[config.mk]
export PLATFORM = sky130hd
export DESIGN_NAME = square_fixed_n
export DESIGN_NICKNAME = d
export VERILOG_FILES = /design/src/rtl/sqrt_pkg.sv /design/src/rtl/shift_add_step_n.sv /design/src/rtl/square_fixed_n.sv
export SDC_FILE = /design/constraint.sdc
export NUM_CORES = 1
export LEC_CHECK = 0
export ABC_CLOCK_PERIOD_IN_PS = 3800
export CORE_UTILIZATION = 40
export DETAILED_ROUTE_END_ITERATION = 16
export PLACE_DENSITY = 0.61
export SLEW_MARGIN = 20
export SYNTH_ARGS = -nofsm -noshare
export SYNTH_HDL_FRONTEND = slang
export SYNTH_SLANG_ARGS = --single-unit
[constraint.sdc]
create_clock -name clk_i -period 3.8 [get_ports clk_i]
set_input_delay 1.14 -clock clk_i [delete_from_list [all_inputs] [get_ports clk_i]]
set_output_delay 1.14 -clock clk_i [all_outputs]
set_load 0.03 [all_outputs]
[src/rtl/sqrt_pkg.sv]
// Shared definitions for the sqrt / square fixed-point datapaths.
package sqrt_pkg;
  localparam int INT_W_DEF  = 17;
  localparam int FRAC_W_DEF = 16;
  localparam int W_DEF      = INT_W_DEF + FRAC_W_DEF;

  typedef enum logic [1:0] {IDLE, RUN, DONE} sq_state_t;

  typedef logic [W_DEF-1:0]   sq_opnd_t;
  typedef logic [2*W_DEF-1:0] sq_prod_t;
endpackage

[src/rtl/shift_add_step_n.sv]
// One shift-add multiply step: conditionally add the multiplicand into the accumulator.
module shift_add_step_n #(
  parameter int PW = 66
) (
  input  logic [PW-1:0] acc_i,
  input  logic [PW-1:0] mcand_i,
  input  logic          bit_i,
  output logic [PW-1:0] acc_o
);
  assign acc_o = bit_i ? (acc_i + mcand_i) : acc_i;
endmodule

[src/rtl/square_fixed_n.sv]
// Iterative unsigned fixed-point squarer x = y*y, one multiplier bit per clock.
// Build option: define SQUARE_ROUND_EN for round-half-up of xdec_o, otherwise truncate.
module square_fixed_n
  import sqrt_pkg::*;
#(
  parameter int INT_W  = INT_W_DEF,
  parameter int FRAC_W = FRAC_W_DEF
) (
  input  logic                 clk_i,
  input  logic                 rst_i,
  input  logic                 start_i,
  input  logic [INT_W-1:0]     yint_i,
  input  logic [FRAC_W-1:0]    ydec_i,
  output logic                 busy_o,
  output logic                 done_o,
  output logic [2*INT_W-1:0]   xint_o,
  output logic [FRAC_W-1:0]    xdec_o
);
  localparam int W  = INT_W + FRAC_W;
  localparam int PW = 2 * W;
  localparam int CW = $clog2(W);
  localparam int XW = 2 * INT_W + FRAC_W;

  sq_state_t            state_q, state_d;
  logic [CW-1:0]        cnt_q, cnt_d;
  logic [PW-1:0]        mcand_q, mcand_d;
  logic [W-1:0]         mplier_q, mplier_d;
  logic [PW-1:0]        acc_q, acc_d;
  logic [2*INT_W-1:0]   xint_q, xint_d;
  logic [FRAC_W-1:0]    xdec_q, xdec_d;
  logic                 done_q, done_d;

  logic [PW-1:0]        acc_step;
  logic [XW-1:0]        x_trunc, x_fin;
  logic                 unused_lo;

  shift_add_step_n #(.PW(PW)) u_step (
    .acc_i   (acc_q),
    .mcand_i (mcand_q),
    .bit_i   (mplier_q[0]),
    .acc_o   (acc_step)
  );

  // Bits below the output LSB only ever feed the rounding decision.
  assign x_trunc   = acc_q[PW-1:FRAC_W];
  assign unused_lo = ^acc_q[FRAC_W-1:0];
`ifdef SQUARE_ROUND_EN
  assign x_fin = x_trunc + {{(XW-1){1'b0}}, acc_q[FRAC_W-1]};
`else
  assign x_fin = x_trunc;
`endif

  always_comb begin
    state_d  = state_q;
    cnt_d    = cnt_q;
    mcand_d  = mcand_q;
    mplier_d = mplier_q;
    acc_d    = acc_q;
    xint_d   = xint_q;
    xdec_d   = xdec_q;
    done_d   = 1'b0;
    case (state_q)
      IDLE: begin
        if (start_i) begin
          mcand_d  = {{W{1'b0}}, yint_i, ydec_i};
          mplier_d = {yint_i, ydec_i};
          acc_d    = '0;
          cnt_d    = CW'(W - 1);
          state_d  = RUN;
        end
      end
      RUN: begin
        // Multiplicand walks left while the multiplier walks right.
        acc_d    = acc_step;
        mcand_d  = mcand_q << 1;
        mplier_d = mplier_q >> 1;
        if (cnt_q == '0) state_d = DONE;
        else             cnt_d   = cnt_q - 1'b1;
      end
      DONE: begin
        xint_d  = x_fin[XW-1:FRAC_W];
        xdec_d  = x_fin[FRAC_W-1:0];
        done_d  = 1'b1;
        state_d = IDLE;
      end
      default: state_d = IDLE;
    endcase
  end

  always_ff @(posedge clk_i) begin
    if (rst_i) begin
      state_q  <= IDLE;
      cnt_q    <= '0;
      mcand_q  <= '0;
      mplier_q <= '0;
      acc_q    <= '0;
      xint_q   <= '0;
      xdec_q   <= '0;
      done_q   <= 1'b0;
    end else begin
      state_q  <= state_d;
      cnt_q    <= cnt_d;
      mcand_q  <= mcand_d;
      mplier_q <= mplier_d;
      acc_q    <= acc_d;
      xint_q   <= xint_d;
      xdec_q   <= xdec_d;
      done_q   <= done_d;
    end
  end

  assign busy_o = (state_q != IDLE);
  assign done_o = done_q;
  assign xint_o = xint_q;
  assign xdec_o = xdec_q;
endmodule

==> impl_metrics.toml <==
# physical design summary
[run_status]
status = "finished clean"

[layout]
final_cells = 1957
drive_gt1_share_pct = 5.34
clk_share_pct = 6.58
final_common_cell = "nand2_1"
logic_area_sq_um = 6940
largest_class = "logic gates"
flop-count = 224
fin_area_sq_um = 14000
regArea_sq_um = 4480
clockBufferCount = 35
final_nets = 1659
sh_seq_area_pct = 32.1
syn2layout_area_growth_pct = 17.9
comb_share_pct = 49.6
num-fill-cells = 2821
logic_gate_count = 1169
lay_top_cells = "nand2_1 (257), dfxtp_1 (224), nor2_1 (183), a21oi_1 (172), clkdlybuf4s50_1 (86)"
inverters = 24

[power_and_ir_drop]
vdd.ir_drop.worst_mv = 0.263
cellLeakagePower_nw = 5.48
p_sw_share_pct = 31.5
maxPowerGroup = "registers"
power_mw = 6.90
p_clk_mw = 2.68
seq_power_mw = 2.73
p_seq_share_pct = 39.6
powerDensity_nw_per_um2 = 494
p_comb_share_pct = 21.7
p_switching_mw = 2.18

[placed_design]
placedInstanceArea_sq_um = 13100
dp_hpwl_mm = 22.6
dp_cells = 1910

[grt]
grt_pass1_vias = 10600
grt_overflow = 0
antenna_found_initial = 0
grt_max_degree = 138
grt_pass1_wl_mm = 53.6

[detailed_routing]
wl_per_cell_um = 16.3
ant_nets = 0
dr_total_vias = 10800
viasPerCell = 5.53
drtPass1Iterations = 5
drtIter0Drc = 652

[critical_path]
cp.arrival_ns = 3.83
crit_required_ns = 4.22
reg2reg_slack_ns = 0.39
path_class = "reg -> reg"
reg2reg_from = "mcand_q[31]$_SDFFE_PP0P_"
end_kind = "register"
crit_fanout = 6
crit_start = "mcand_q[31]$_SDFFE_PP0P_"
rr_worst_depth = 10
endpoint = "acc_q[53]$_SDFFE_PP0P_"

[sta]
setup_viol = 0
drv_slew = 0
setup_slack_ns = 0.389
fin_crit_ns = 3.41
finalClockPeriodUsage_pct = 89.8
max_slew_margin_pct = 28.0
tightest_slew_ns = 1.08
fmax_ghz = 0.293
rsz0062_at_grt = "no"

[yosys]
syn_inst = 1518
mux_area_share_pct = 0.337
syn-cell-area_sq_um = 11900
aoi_share_pct = 26.4
ys_seq_elements = 224
postSynthAreaPerCell_sq_um = 7.82
yosys_cells = 1518
yosysTopAreaCellShare_pct = 37.8
synth-main-ff-cell = "dfxtp_1"
syn_nets = 1622
top_area_cell = "dfxtp_1"
logic_family = "AND-OR/OR-AND gates"
top_cells_by_count = "nand2_1 (257), dfxtp_1 (224), nor2_1 (184), a21oi_1 (172), clkbuf_1 (88)"
ys_seq_share_pct = 37.8
yosysMostFrequentCell = "nand2_1"
edf_count = 0
ys_sh_xor_pct = 4.72
area_leaders = "dfxtp_1 (38%), nand2_1 (8.1%), a21oi_1 (7.3%)"
ys_area_sq_um = 11900
async_flop_share_pct = 0
yosys_warnings = 0
fa_ha_area_share_pct = 7.23
synth_cell_types = 64

[clock_tree]
tritoncts = "yes"
cts.sinks = 224
clk_pin_slew_ns = 0.06
htree_levels = 1
insertion_delay_ns = 0.54
ctsHoldBuffers = 0
post-cts-setup-buffers = 0

[floorplanning]
rows = 62
taps = 384
fp.dieH_um = 174
pin_count = 88
die_x_um = 174
chipArea_sq_um = 30400

[hold_path]
hold_path_depth = 2
hold_class = "reg -> reg"
holdPathEnd = "xint_o[8]$_SDFFE_PP0P_"

[job]
warning_count = 29
-- worst max-delay path, stage by stage, from the launching register on --
cell and delay (ns):
dfxtp_1 0.34, ha_1 0.39, nand2_1 0.18, nor4_1 0.58, o2111ai_1 0.21, o21ai_1 0.50
o22a_1 0.29, a21boi_1 0.12, o31ai_1 0.36, xor2_1 0.12, a22o_1 0.21
-- registers in the layout (all words and copies together), names as in the netlist --
name	cells
acc_q	66
mcand_q	66
xint_o	34
mplier_q	33
xdec_o	16
cnt_q	6
state_q	2
done_o	1
-- per-layer routing --
layer	vias to the layer above	part of all wire [%]	global-route usage, %
met5	-	0	0
met4	0	3.1	6.83
met3	57	3.8	2.41
met2	235	46	35.7
met1	5057	48	28.1
li1	5467	-	-
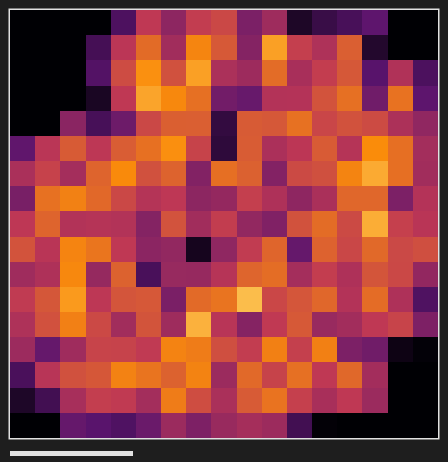
(cell density map)
The bar under the picture is 50 um long. 17 x 17 tiles, from black (low) to pale yellow (high), 0 to 100% covered.
The mean over all tiles is 45%. 11% of the tiles are nearly empty. 3.5% of the tiles are over 75% full. The fullest tile reaches 86%.
fp_density: 41.0%
core area: 28,900 sq um
fin util: 48.3%

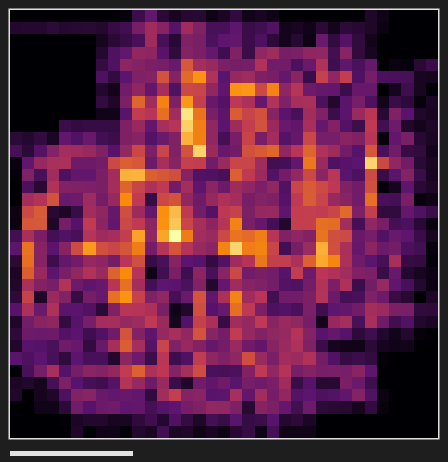
(routed metal per tile)
The bar under the picture is 50 um long. 35 x 35 tiles, from black (low) to pale yellow (high), scaled to the fullest tile. Values are wire area over tile area, all layers added.
14% of the tiles are over half the peak. 13% of the tiles are nearly empty. The mean over all tiles is 0.17. The densest ninth of the die: centre. The emptiest ninth of the die: north-west. The fullest tile reaches 0.60.
All-Layer GR Usage: 21.2%
WL final: 32.0 mm

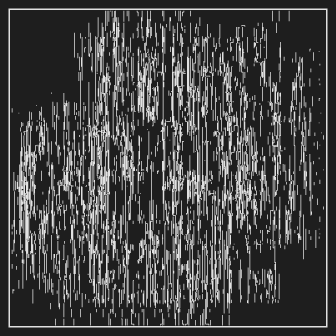
(the metal 2 layer)
The wires run mostly vertical. 1,343 nets have wire on it.

